**src/rtl/ex_mem_stall_ctrl.sv**
```systemverilog
// Purpose : stall/flush controller that sequences the EX/MEM data-memory access
//           over a req/ack bus and drives pipeline enables and bubbles.
// Latency : >= 2 stall cycles per memory op (IDLE issue + at least one WAIT);
//           DONE releases the pipeline.
// Backpressure: the data bus back-pressures via dbus_ack; the pipeline is frozen
//           until ack or until the access is abandoned after TIMEOUT_CYCLES.
//
// Ports:
//   clk, rst (synchronous, active-low)
//   ex_mem_valid/ex_mem_is_load/ex_mem_is_store : instruction held in EX/MEM
//   load_use_hazard                              : from the hazard unit
//   dbus_ack / dbus_req / dbus_we                : data-bus handshake
//   pc_enable, if_id_enable, id_ex_enable, ex_mem_enable : register enables
//   id_ex_bubble, mem_wb_bubble                  : force valid_in = 0
//   busy                                         : access outstanding
//   bus_err                                      : one-cycle timeout pulse
module ex_mem_stall_ctrl #(
  parameter int TIMEOUT_CYCLES = 256,  // must be >= 2
  parameter int CNT_W          = 9     // 2**CNT_W must exceed TIMEOUT_CYCLES
) (
  input  logic clk,
  input  logic rst,
  input  logic ex_mem_valid,
  input  logic ex_mem_is_load,
  input  logic ex_mem_is_store,
  input  logic load_use_hazard,
  input  logic dbus_ack,
  output logic dbus_req,
  output logic dbus_we,
  output logic pc_enable,
  output logic if_id_enable,
  output logic id_ex_enable,
  output logic id_ex_bubble,
  output logic ex_mem_enable,
  output logic mem_wb_bubble,
  output logic busy,
  output logic bus_err
);

  typedef enum logic [1:0] {
    IDLE = 2'd0,
    WAIT = 2'd1,
    DONE = 2'd2
  } state_t;

  localparam logic [CNT_W-1:0] CNT_LAST = CNT_W'(TIMEOUT_CYCLES - 1);
  localparam logic [CNT_W-1:0] CNT_MAX  = {CNT_W{1'b1}};

  state_t           state, state_nxt;
  logic [CNT_W-1:0] wait_cnt, wait_cnt_nxt;
  logic             req_nxt, we_nxt, err_nxt;

  logic mem_op;
  logic mem_stall;

  assign mem_op    = ex_mem_valid & (ex_mem_is_load | ex_mem_is_store);
  assign mem_stall = ((state == IDLE) & mem_op) | (state == WAIT);

  // Next-state logic. dbus_we is only meaningful while dbus_req is high, so it
  // simply holds its value outside the issue cycle.
  always_comb begin
    state_nxt    = state;
    wait_cnt_nxt = wait_cnt;
    req_nxt      = dbus_req;
    we_nxt       = dbus_we;
    err_nxt      = 1'b0;

    unique case (state)
      IDLE: begin
        req_nxt = 1'b0;
        if (mem_op) begin
          state_nxt    = WAIT;
          req_nxt      = 1'b1;
          // A load+store encoding is treated as a store.
          we_nxt       = ex_mem_is_store;
          wait_cnt_nxt = '0;
        end
      end

      WAIT: begin
        if (dbus_ack) begin
          state_nxt = DONE;
          req_nxt   = 1'b0;
        end else if (wait_cnt == CNT_LAST) begin
          state_nxt = DONE;
          req_nxt   = 1'b0;
          err_nxt   = 1'b1;
        end else if (wait_cnt != CNT_MAX) begin
          // Saturating increment: never wraps even if parameters are odd.
          wait_cnt_nxt = wait_cnt + 1'b1;
        end
      end

      DONE: begin
        // The finished instruction leaves EX/MEM on this edge (ex_mem_enable
        // is 1 here), so it is never reissued. Acks here are ignored.
        state_nxt = IDLE;
        req_nxt   = 1'b0;
        err_nxt   = 1'b0;
      end

      default: begin
        state_nxt = IDLE;
        req_nxt   = 1'b0;
      end
    endcase
  end

  always_ff @(posedge clk) begin
    if (!rst) begin
      state    <= IDLE;
      wait_cnt <= '0;
      dbus_req <= 1'b0;
      dbus_we  <= 1'b0;
      bus_err  <= 1'b0;
    end else begin
      state    <= state_nxt;
      wait_cnt <= wait_cnt_nxt;
      dbus_req <= req_nxt;
      dbus_we  <= we_nxt;
      bus_err  <= err_nxt;
    end
  end

  // Pipeline control. A memory stall freezes everything up to EX/MEM and
  // feeds a bubble to MEM/WB; it takes priority over a load-use hazard, which
  // would otherwise push a bubble into ID/EX while EX/MEM keeps moving.
  always_comb begin
    pc_enable     = 1'b1;
    if_id_enable  = 1'b1;
    id_ex_enable  = 1'b1;
    id_ex_bubble  = 1'b0;
    ex_mem_enable = 1'b1;
    mem_wb_bubble = 1'b0;

    if (mem_stall) begin
      pc_enable     = 1'b0;
      if_id_enable  = 1'b0;
      id_ex_enable  = 1'b0;
      ex_mem_enable = 1'b0;
      mem_wb_bubble = 1'b1;
    end else if (load_use_hazard) begin
      pc_enable     = 1'b0;
      if_id_enable  = 1'b0;
      id_ex_bubble  = 1'b1;
    end
  end

  assign busy = (state != IDLE);

endmodule
```
**config.mk**
```make
export PLATFORM = sky130hd
export DESIGN_NAME = ex_mem_stall_ctrl
export DESIGN_NICKNAME = d
export VERILOG_FILES = /design/src/rtl/ex_mem_stall_ctrl.sv
export SDC_FILE = /design/constraint.sdc
export NUM_CORES = 1
export LEC_CHECK = 0
export CAP_MARGIN = 25
export CORE_MARGIN = 3
export CORE_UTILIZATION = 46
export CTS_BUF_LIST = sky130_fd_sc_hd__clkbuf_8
export DETAILED_ROUTE_END_ITERATION = 12
export PLACE_DENSITY_LB_ADDON = 0.25
export SYNTH_ARGS = -nofsm -noshare
export SYNTH_HDL_FRONTEND = slang
export SYNTH_SLANG_ARGS = --single-unit
```
**constraint.sdc**
```tcl
create_clock -name clk -period 4.7 [get_ports clk]
set_input_delay 1.175 -clock clk [delete_from_list [all_inputs] [get_ports clk]]
set_output_delay 1.175 -clock clk [all_outputs]
set_load 0.01 [all_outputs]
```
Figure 1. Metal 3 (run 1).
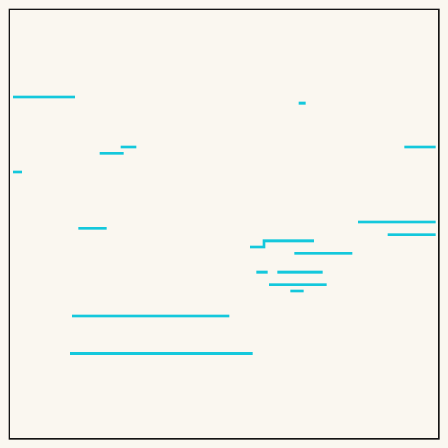
main direction: horizontal
longest straight run: 19.5 um
wire length on this layer: 92.3 um
M3 GR Usage: 8.20%
total number of vias: 697
Routed WL: 1640 um

Figure 2. The metal 2 layer (run 1).
Cells faint in the background.
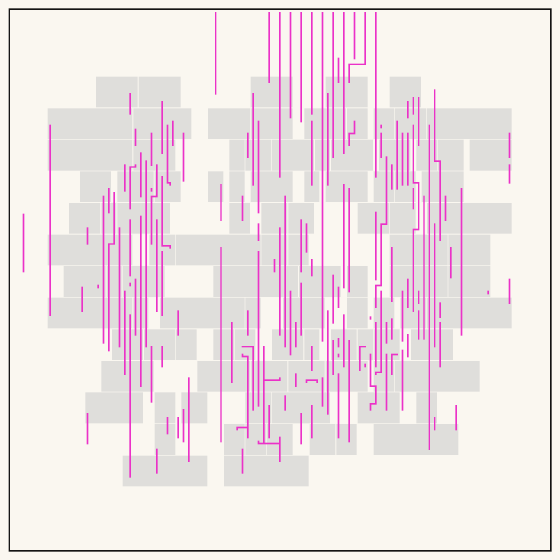
share of all routed wire: 47%
wire length on this layer: 777 um
longest straight run: 28.2 um
nets with wire on the layer: 95
main direction: vertical

==> metrics.yaml, run 1 <==
hold_path:
  holdPathStages: 2
  min_from: "dbus_req"
power:
  comb_power_share_pct: 15.9
  seqPwrFrac_pct: 43.1
  p_sw_w: 0.0000665
  power.leakage_nw: 0.334
route:
  highest_layer: "met4"
  met1Wirelength_um: 714
critical_path:
  crit_buf_inv: 3
  crit_path_start: "ex_mem_is_load"
  cp_slowest_cell: "clkdlybuf4s50_1"
  crit_path_frequent_cell: "clkdlybuf4s50_1"
  slowest_delay_ps: 600
  r2r_cells: 7
global_route:
  busiest_layer: "met2"
  grt_max_degree: 16
floorplan:
  std_cell_rows: 13
  fp_util_pct: 53.3
  die_w_um: 46.5
cells_and_area:
  largest_reg_flops: 9
  nets: 114
  area.growth.synth_to_final_pct: 27.9
  fill_cells: 113
  sh_seq_area_pct: 29.1
  diodes: 0
  final_cells: 118
  area_share_clock_buf_inv_pct: 5.71
  dominant_cells: "multi-input combinational cells"
  lay_top_cells: "clkdlybuf4s50_1, dfxtp_1, o21ai_0"
sta:
  worstMarginPinSlew_ps: 631
  fin_crit_ps: 3960
  setup_slack_ps: 742
  slew_violations: 0
clock_tree:
  cts.sinks: 14
  cts_tree: "done"
  cts_made_buffers: 3
  ctsRootBufferMaster: "clkbuf_8"
  cts.path.max_buffers: 2
yosys:
  ys_sh_simple_pct: 28.4
  synthTopLogicFamily: "simple AND/OR/NAND/NOR gates"
  synth_top_cell_by_area: "dfxtp_1"
  flop_cell: "dfxtp_1"
  syn-cell-area_sq_um: 754
  area_leaders: "dfxtp_1, o21ai_0, mux2i_1, ha_1, nor2b_1"
  async_flop_share_pct: 0
  ys_cells: 88
  numSynthFlops: 14
  yosys-stat-area_sq_um: 754
  mux_share_pct: 5.31
  xor_share_pct: 0
status:
  run_status: "finished clean"
run:
  warning_count: 27
Figure 3. Cell classes on the final placement (run 1).
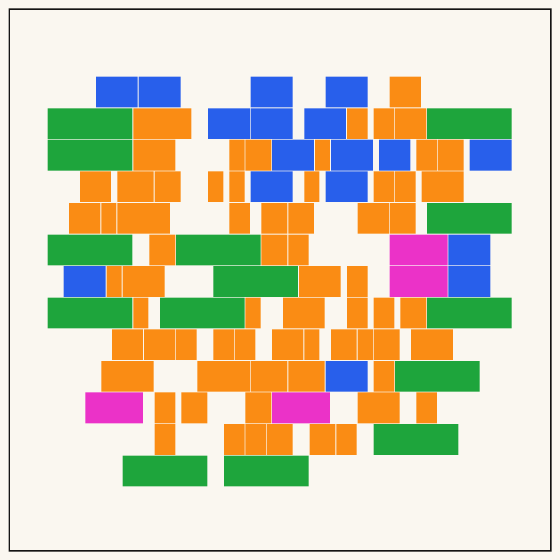
| colour | class | cells |
|---|---|---|
| orange | combinational and other logic | 68 |
| magenta | clock drivers and dummy loads | 4 |
| blue | other buffers and delay cells | 17 |
| green | flops | 14 |

Figure 4. The metal 1 layer (run 1).
The bar under the picture is 10 um long. Supply wires on this layer in grey.
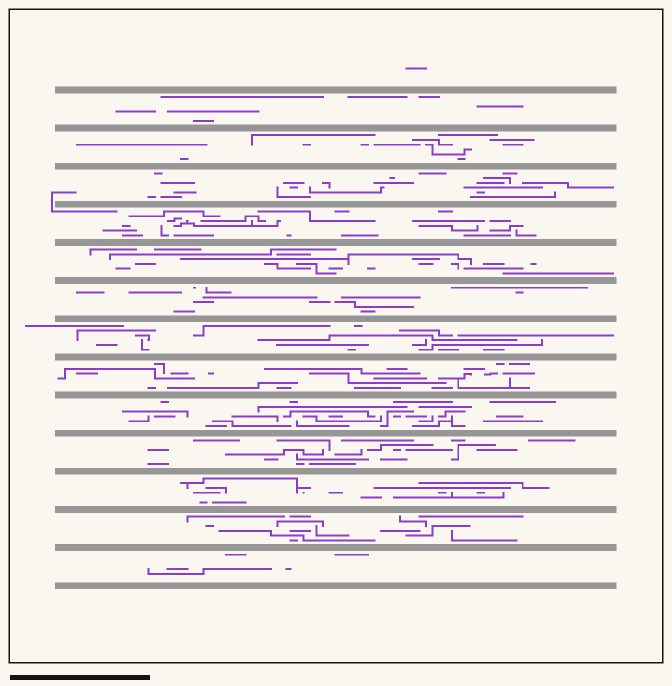
wire length on this layer: 714 um
main direction: horizontal
share of all routed wire: 44%

==> run 2: changes to the inputs <==
==> constraint.sdc (replaced) <==
create_clock -name clk -period 3.4 [get_ports clk]
set_input_delay 0.85 -clock clk [delete_from_list [all_inputs] [get_ports clk]]
set_output_delay 0.85 -clock clk [all_outputs]
set_load 0.01 [all_outputs]
Figure 5. Cell classes on the final placement (run 2).
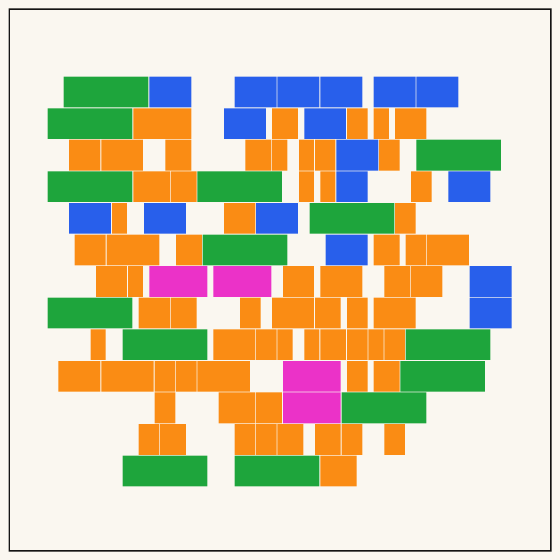
| colour | class | cells |
|---|---|---|
| magenta | clock drivers and dummy loads | 4 |
| green | flops | 14 |
| orange | combinational and other logic | 68 |
| blue | other buffers and delay cells | 17 |
row count: 13
area of the core: 1420 sq um

Figure 6. The metal 1 layer (run 2).
The bar under the picture is 10 um long. Supply wires on this layer in grey.
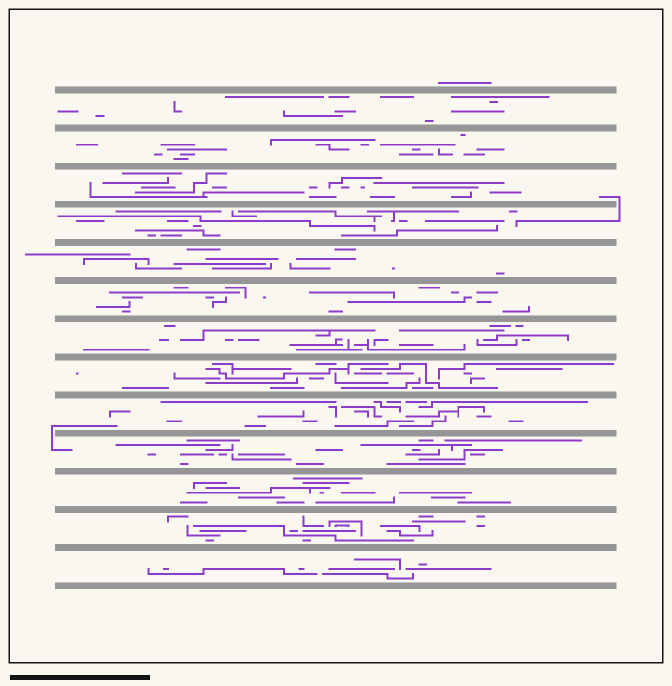
share of all routed wire: 46%
wire length on this layer: 728 um

==> run 2 against run 1 <==
Against the previous run:
- final cell count is the same
- worst hold slack gained 9.3 ps
- die area is the same
- clock power grew 36%
- via count shrank 2.6%
- routed wire length shrank 3.5%
- register-to-register slack lost 1300 ps
- area after synthesis is the same
- largest power group unchanged
- highest routed layer unchanged
==> metrics.yaml, run 2 <==
status:
  run_status: "finished clean"
yosys:
  flop_cell: "dfxtp_1"
  xor_share_pct: 0  # unchanged
  syn-cell-area_sq_um: 754  # unchanged
  synth_top_cell_by_area: "dfxtp_1"
  area_leaders: "dfxtp_1, o21ai_0, mux2i_1, ha_1, nor2b_1"
  numSynthFlops: 14  # unchanged
  synthTopLogicFamily: "simple AND/OR/NAND/NOR gates"
  mux_share_pct: 5.31  # unchanged
  ys_cells: 88  # unchanged
  ys_sh_simple_pct: 28.4  # unchanged
  yosys-stat-area_sq_um: 754  # unchanged
route:
  drc: 0
  ant_nets: 0
  highest_layer: "met4"
  met1Wirelength_um: 727  # +1.8%
cells_and_area:
  sh_seq_area_pct: 29.1  # unchanged
  largest_reg_flops: 9  # unchanged
  fill_cells: 105  # -7.1%
  final_cells: 118  # unchanged
  area.growth.synth_to_final_pct: 27.9  # unchanged
  area_share_clock_buf_inv_pct: 5.71  # unchanged
  nets: 114  # unchanged
  lay_top_cells: "clkdlybuf4s50_1, dfxtp_1, o21ai_0"
global_route:
  busiest_layer: "met2"
  grt_max_degree: 16  # unchanged
  met3_usage_pct: 4.69  # -3.5 points
critical_path:
  cp_slowest_cell: "clkdlybuf4s50_1"
  crit_buf_inv: 2  # -1
  crit_path_frequent_cell: "clkdlybuf4s50_1"
  rrSetupSlack_ps: 1250
  slowest_delay_ps: 570  # -30 ps
clock_tree:
  cts_tree: "done"
  cts.sinks: 14  # unchanged
  ctsRootBufferMaster: "clkbuf_8"
  cts_made_buffers: 3  # unchanged
  cts.path.max_buffers: 2  # unchanged
sta:
  worstMarginPinSlew_ps: 579  # -52.1 ps
  fin_skew_ps: 2.89
  finalHoldViolCount: 0
  setup_slack_ps: 170  # -572 ps
  slew_violations: 0  # unchanged
power:
  seqPwrFrac_pct: 43.4  # +0.3 points
  comb_power_share_pct: 16.0  # about the same
  p_sw_w: 0.0000897  # +35%
  power.leakage_nw: 0.334  # unchanged
hold_path:
  holdPathStages: 2  # unchanged
floorplan:
  fp_util_pct: 53.3  # unchanged
  die_w_um: 46.5  # unchanged
run:
  warning_count: 27  # unchanged
==> run 3: changes to the inputs <==
--- a/config.mk
+++ b/config.mk
@@ -10,6 +10,8 @@
 export CORE_UTILIZATION = 46
 export CTS_BUF_LIST = sky130_fd_sc_hd__clkbuf_8
 export DETAILED_ROUTE_END_ITERATION = 12
+export GPL_TIMING_DRIVEN = 0
+export MAX_ROUTING_LAYER = met4
 export PLACE_DENSITY_LB_ADDON = 0.25
 export SYNTH_ARGS = -nofsm -noshare
 export SYNTH_HDL_FRONTEND = slang
Figure 7. Cell classes on the final placement (run 3).
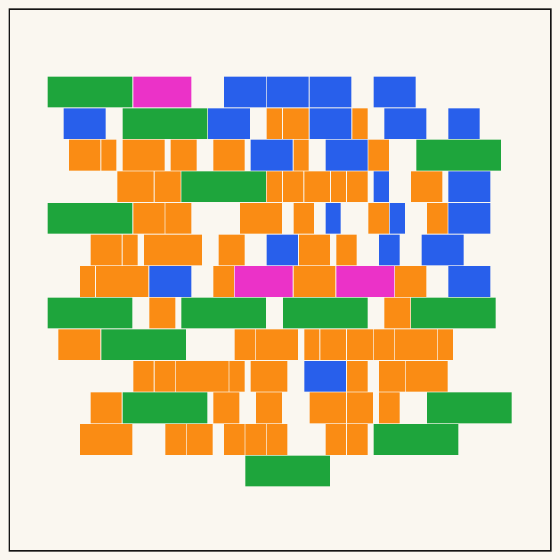
| colour | class | cells |
|---|---|---|
| magenta | clock drivers | 3 |
| blue | other buffers and delay cells | 22 |
| orange | combinational and other logic | 68 |
| green | flops | 14 |

Figure 8. Metal 3 (run 3).
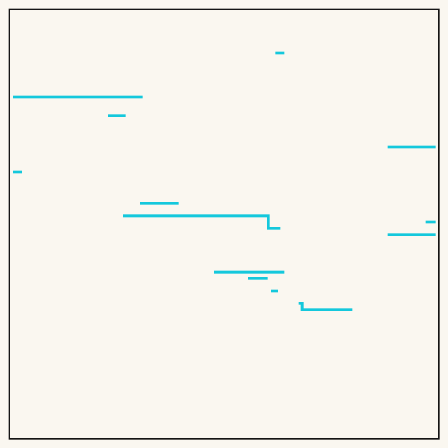
nets with wire on the layer: 10
longest straight run: 15.6 um
Routed WL: 1690 um
total number of vias: 715
M3 GR Usage: 5.86%

==> run 3 against run 2 <==
Against the previous run:
- clock power shrank 16%
- area after synthesis is the same
- largest power group unchanged
- sequential cell count did not move
- cell area up 1.0%
- critical path type unchanged
- largest cell class unchanged
- register-to-register slack about the same
==> metrics.yaml, run 3 <==
route:
  drc: 0  # unchanged
  dr_wl_met2_um: 829
  met1Wirelength_um: 745  # +2.5%
  highest_layer: "met4"
  ant_nets: 0  # unchanged
yosys:
  xor_share_pct: 0  # unchanged
  numSynthFlops: 14  # unchanged
  ys_warn_count: 0
  top_cell: "dfxtp_1"
  ys_seq_share_pct: 37.1
  synthTopLogicFamily: "simple AND/OR/NAND/NOR gates"
  mux_share_pct: 5.31  # unchanged
  flop_cell: "dfxtp_1"
  ys_sh_simple_pct: 28.4  # unchanged
  synth_top_cell_by_area: "dfxtp_1"
  area_leaders: "dfxtp_1, o21ai_0, mux2i_1, ha_1, nor2b_1"
  syn-cell-area_sq_um: 754  # unchanged
  yosys.area.top_type_share_pct: 37.1
  aoi_share_pct: 18.1
  ys_cells: 88  # unchanged
  yosys-stat-area_sq_um: 754  # unchanged
  edf_count: 0
run:
  warning_count: 27  # unchanged
power:
  power.leakage_nw: 0.338  # +1.2%
  p_sw_w: 0.0000898  # +0.16%
  comb_power_share_pct: 18.2  # +2.2 points
  seqPwrFrac_pct: 45.9  # +2.5 points
  top_power_group: "registers"
global_route:
  busiest_layer: "met2"
  gr-total-overflow: 0
  antenna_found_initial: 0
  grt_max_degree: 11  # -5
  grtUsageMet1_pct: 23.2
hold_path:
  holdPathStages: 2  # unchanged
critical_path:
  crit_path_start: "ex_mem_is_store"
  rr_endpoint: "wait_cnt[7]"
  rrSetupSlack_ps: 1240  # about the same
  cp_slowest_cell: "clkdlybuf4s50_1"
  crit_buf_inv: 3  # +1
  worstPathCellList: "clkdlybuf4s50_1 -> o21ai_1 -> a21oi_1 -> nor2_1 -> buf_4 -> clkdlybuf4s50_1"
  slowest_delay_ps: 490  # -80 ps
  crit_path_frequent_cell: "clkdlybuf4s50_1"
  worstPathRequired_ps: 2550
clock_tree:
  ctsRootBufferMaster: "clkbuf_8"
  cts.path.max_buffers: 2  # unchanged
  cts_resized: 0
  cts.sinks: 14  # unchanged
  cts_tree: "done"
  cts_made_buffers: 3  # unchanged
  clkTransAtPathRegs_ps: 50
cells_and_area:
  design_area_sq_um: 975
  finalCoreUtilization_pct: 68.9
  largest_register: "wait_cnt"
  final_cells: 122  # +3.4%
  register_area_sq_um: 280
  fill_cells: 116  # +10%
  diodes: 0
  largest_reg_flops: 9  # unchanged
  nets: 119  # +4.4%
  sh_seq_area_pct: 28.8  # -0.30 points
  area.growth.synth_to_final_pct: 29.2
  area_share_clock_buf_inv_pct: 4.24  # -1.5 points
  sh_comb_area_pct: 43.9
  lay_top_cells: "clkdlybuf4s50_1, dfxtp_1, o21ai_0"
sta:
  max_freq_mhz: 306
  whs_ps: 470
  finalHoldViolCount: 0  # unchanged
  setup_tns_ps: 0
  worstMarginPinSlew_ps: 583  # +4.39 ps
  setup_slack_ps: 130  # -39.7 ps
  slew_violations: 0  # unchanged
  slew-limit-headroom_pct: 60.7
  fin_skew_ps: 5.57  # +2.68 ps
floorplan:
  die-area_sq_um: 2160
  core_area_sq_um: 1420  # unchanged
  die_w_um: 46.5  # unchanged
  std_cell_rows: 13  # unchanged
  io_pins: 17
  fp_util_pct: 53.3  # unchanged
placed_design:
  post-place-ws_ps: 43.6
  place_congestion: 0.784
  placedCellCount: 119
status:
  run_status: "finished clean"
Power figures rest on the tool's default switching activity, not on a simulated workload.
